Fig. 1: local utilization
(1.5 px per um) The die is cut into 18 by 14 equal tiles; dark purple is low, yellow is high, 0 to 100% covered.
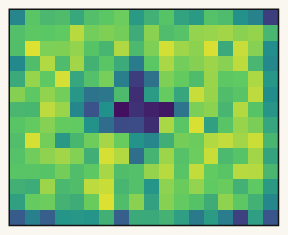
Fig. 2: register map, names as in the netlist
(2 px per um)
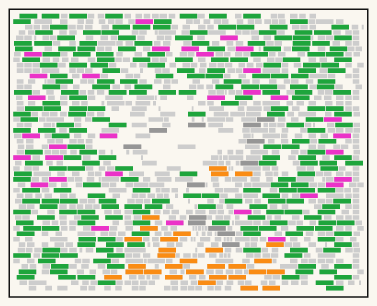
Fig. 3: nets reached from selected ports
(2 px per um)
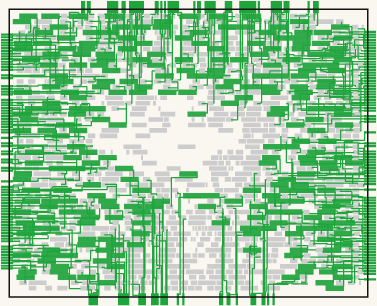
Fig. 4: clock nets
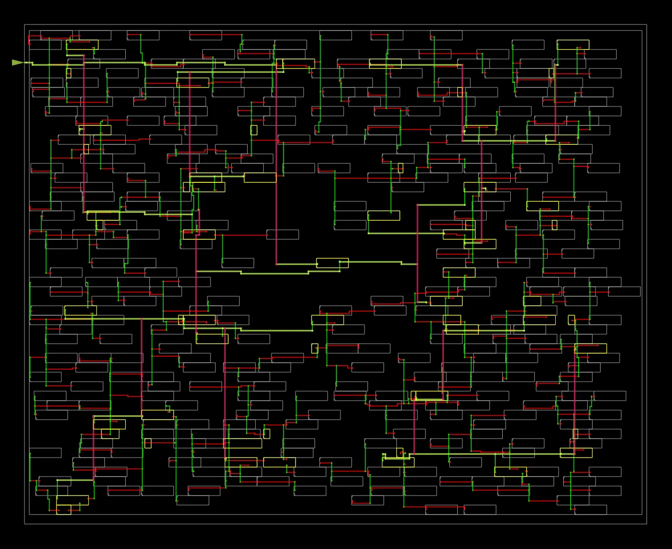
Fig. 5: logic cells by family
(3 px per um)
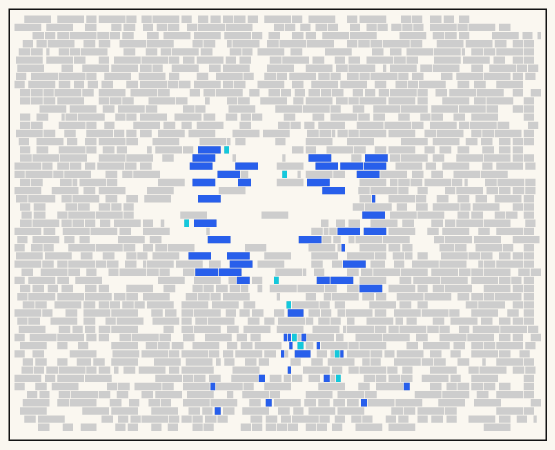
### config.mk
export PLATFORM = sky130hd
export DESIGN_NAME = axil_write_slave
export DESIGN_NICKNAME = d
export VERILOG_FILES = /design/src/rtl/axil_write_slave.sv
export SDC_FILE = /design/constraint.sdc
export NUM_CORES = 1
export LEC_CHECK = 0
export CAP_MARGIN = 20
export CORE_ASPECT_RATIO = 0.8
export CORE_UTILIZATION = 52
export CTS_CLUSTER_DIAMETER = 150
export DETAILED_ROUTE_END_ITERATION = 10
export PLACE_DENSITY_LB_ADDON = 0.2
export SYNTH_ARGS = -nofsm -noshare
export SYNTH_HDL_FRONTEND = slang
export SYNTH_SLANG_ARGS = --single-unit
### constraint.sdc
create_clock -name clk_i -period 3.8 [get_ports clk_i]
set_input_delay 0.38 -clock clk_i [delete_from_list [all_inputs] [get_ports clk_i]]
set_output_delay 0.38 -clock clk_i [all_outputs]
set_load 0.02 [all_outputs]
### src/rtl/axil_write_slave.sv
// AXI4-Lite write responder committing strobed data into a flat register bank.
// Define AXIL_WRITE_SLAVE_SLVERR_EN to answer out-of-range writes with SLVERR instead of OKAY.
module axil_write_slave #(
    parameter int unsigned NUM_REGS = 8,
    parameter int unsigned ADDR_LSB = 2,
    localparam int unsigned IdxW = $clog2(NUM_REGS)
) (
    input  logic                    clk_i,
    input  logic                    rst_ni,
    input  logic [31:0]             awaddr_i,
    input  logic [3:0]              awcache_i,
    input  logic [2:0]              awprot_i,
    input  logic                    awvalid_i,
    output logic                    awready_o,
    input  logic [31:0]             wdata_i,
    input  logic [3:0]              wstrb_i,
    input  logic                    wvalid_i,
    output logic                    wready_o,
    output logic [1:0]              bresp_o,
    output logic                    bvalid_o,
    input  logic                    bready_i,
    output logic [32*NUM_REGS-1:0]  regs_o,
    output logic                    wr_pulse_o,
    output logic [IdxW-1:0]         wr_index_o
);

    localparam int unsigned WordW = 32 - ADDR_LSB;
    localparam logic [1:0] RespOkay = 2'b00;
`ifdef AXIL_WRITE_SLAVE_SLVERR_EN
    localparam logic [1:0] RespOor = 2'b10;
`else
    localparam logic [1:0] RespOor = 2'b00;
`endif

    typedef enum logic [1:0] {StIdle, StCommit, StResp} state_e;

    state_e                        state_q, state_d;
    logic                          aw_held_q, aw_held_d;
    logic                          w_held_q, w_held_d;
    logic [WordW-1:0]              word_q, word_d;
    logic [31:0]                   wdata_q, wdata_d;
    logic [3:0]                    wstrb_q, wstrb_d;
    logic [NUM_REGS-1:0][31:0]     regs_q, regs_d;
    logic                          bvalid_q, bvalid_d;
    logic [1:0]                    bresp_q, bresp_d;
    logic                          wr_pulse_q, wr_pulse_d;
    logic [IdxW-1:0]               wr_index_q, wr_index_d;
    logic                          aw_rdy, w_rdy;
    logic                          in_range;
    logic [IdxW-1:0]               idx;
    logic                          unused_sig;

    assign unused_sig = ^{awcache_i, awprot_i, awaddr_i[ADDR_LSB-1:0]};

    // NUM_REGS is a power of two, so in range means no word bits above the index field.
    assign in_range = (word_q >> IdxW) == '0;
    assign idx      = word_q[IdxW-1:0];

    always_comb begin
        state_d    = state_q;
        aw_held_d  = aw_held_q;
        w_held_d   = w_held_q;
        word_d     = word_q;
        wdata_d    = wdata_q;
        wstrb_d    = wstrb_q;
        regs_d     = regs_q;
        bvalid_d   = bvalid_q;
        bresp_d    = bresp_q;
        wr_pulse_d = 1'b0;
        wr_index_d = wr_index_q;
        aw_rdy     = 1'b0;
        w_rdy      = 1'b0;
        unique case (state_q)
            StIdle: begin
                aw_rdy = !aw_held_q;
                w_rdy  = !w_held_q;
                if (awvalid_i && aw_rdy) begin
                    aw_held_d = 1'b1;
                    word_d    = awaddr_i[31:ADDR_LSB];
                end
                if (wvalid_i && w_rdy) begin
                    w_held_d = 1'b1;
                    wdata_d  = wdata_i;
                    wstrb_d  = wstrb_i;
                end
                if (aw_held_d && w_held_d) begin
                    state_d = StCommit;
                end
            end
            StCommit: begin
                if (in_range) begin
                    for (int b = 0; b < 4; b++) begin
                        if (wstrb_q[b]) begin
                            regs_d[idx][8*b +: 8] = wdata_q[8*b +: 8];
                        end
                    end
                    wr_pulse_d = 1'b1;
                    wr_index_d = idx;
                end
                bresp_d   = in_range ? RespOkay : RespOor;
                bvalid_d  = 1'b1;
                aw_held_d = 1'b0;
                w_held_d  = 1'b0;
                state_d   = StResp;
            end
            StResp: begin
                if (bready_i) begin
                    bvalid_d = 1'b0;
                    state_d  = StIdle;
                end
            end
            default: begin
                state_d = StIdle;
            end
        endcase
    end

    always_ff @(posedge clk_i or negedge rst_ni) begin
        if (!rst_ni) begin
            state_q    <= StIdle;
            aw_held_q  <= 1'b0;
            w_held_q   <= 1'b0;
            word_q     <= '0;
            wdata_q    <= '0;
            wstrb_q    <= '0;
            regs_q     <= '0;
            bvalid_q   <= 1'b0;
            bresp_q    <= RespOkay;
            wr_pulse_q <= 1'b0;
            wr_index_q <= '0;
        end else begin
            state_q    <= state_d;
            aw_held_q  <= aw_held_d;
            w_held_q   <= w_held_d;
            word_q     <= word_d;
            wdata_q    <= wdata_d;
            wstrb_q    <= wstrb_d;
            regs_q     <= regs_d;
            bvalid_q   <= bvalid_d;
            bresp_q    <= bresp_d;
            wr_pulse_q <= wr_pulse_d;
            wr_index_q <= wr_index_d;
        end
    end

    // Readies are forced low for the whole time reset is held.
    assign awready_o  = rst_ni & aw_rdy;
    assign wready_o   = rst_ni & w_rdy;
    assign bvalid_o   = bvalid_q;
    assign bresp_o    = bresp_q;
    assign regs_o     = regs_q;
    assign wr_pulse_o = wr_pulse_q;
    assign wr_index_o = wr_index_q;

endmodule

==> out/qor.yml <==
run_status:
  status: "finished, final reports clean"
yosys:
  ys_area_mm2: 0.01295
  largest_area_cell: "dfrtp_1"
  avgSynthCellArea_um2: 17.07
  synthAoiAreaFrac: 0.004153
  topCellsByArea: "dfrtp_1 (64%), mux2_2 (28%), nor4_4 (4.8%), clkbuf_1 (0.38%), nor4_1 (0.29%)"
  top_area_frac: 0.6394
  synth-async-reset-ratio: 1.000
  edf_count: 0
final_timing:
  fin_setup_tns_ns: 0
  slew_headroom: 0.4124
  setup_viol: 0
  min_period_over_period: 0.7487
  final-hold-violation-count: 0
  timing.final.ws_setup_ns: 0.9549
routing:
  postRouteAntennaNets: 0
  met2_length_um: 15140
  viasPerCell: 5.371
global_routing:
  antenna_found_initial: 2
  grt_max_degree: 120
  grt_util_all_layers: 0.2590
  grt_pass1_vias: 8354
critical_path:
  crit_family: "simple AND/OR/NAND/NOR gates"
  critPathLaunchType: "flip-flop"
  required_ns: 4.20
  cp_num_buf_inv: 1
  cpPeakStageDelay_ns: 0.85
cells_and_area:
  comb_share: 0.2556
  final_util: 0.7304
  comb_area_mm2: 0.004551
  buffer_area_frac: 0.1938
  buffers: 346
power_and_ir_drop:
  switching_share: 0.2899
  p_comb_frac: 0.126
clock_tree:
  cts_buffer_depth: 3
  clk_pin_slew_ns: 0.06
job:
  max-cap-violations: 0
placement:
  dp_cells: 1400
  gp_congestion: 0.7702
die:
  core_mm2: 0.02438
  core.rowCount: 51
-- Fig. 1 (at the start) --
The mean over all tiles is 68%. The emptiest ninth of the die: middle. 42% of the tiles are over 75% full. The fullest tile reaches 95%.

-- Fig. 2 (at the start) --
Magenta is `wdata_q`, sequential cells 32. Green is `regs_o`, sequential cells 256, where spread over the die. Orange is `word_q`, sequential cells 30, where bottom middle.
Another 13 sequential cells are not colored.

-- Fig. 3 (at the start) --
Green is `regs_o`, bits 256, direction output, edge 80 right, 73 left, 66 top, 37 bottom, end cells 256, buffers 256, wire 9650 um.

-- Fig. 4 (at the start) --
CTS Buf Count: 34
CTS sink cnt: 331
Clock group: 3.26 mW
Setup Skew: 0.01097 ns
clk_lat worst skew: 0.50 ns

-- Fig. 5 (at the start) --
Blue is nor cells, cells 51. Cyan is aoi and oai cells, cells 9.

power groups by stage:
stage | combinational (mW) | clock (mW) | sequential, mW
floorplan | 0.846 | 0 | 4.28
global route | 1.22 | 3.48 | 4.62
global placement | 1.09 | 0 | 4.58
detailed placement | 1.13 | 0 | 4.59
finish | 1.12 | 3.26 | 4.55
CTS | 1.14 | 3.33 | 4.54
flip-flops by register name (all words and copies together) (netlist names):
name	flops
wstrb_q	4
aw_held_q	1
bvalid_o	1
wr_pulse_o	1
wr_index_o	3
regs_o	256
wdata_q	32
state_q	2
word_q	30
w_held_q	1
worst reg2reg max path: stages (launching register included):
cell and delay [ns]:
dfrtp_1 0.38, nor4_1 0.53, nand4_4 0.13, buf_4 0.38
nor4_4 0.90, mux2_2 0.42
No activity file was given, so power comes from the tool's default toggle rates.
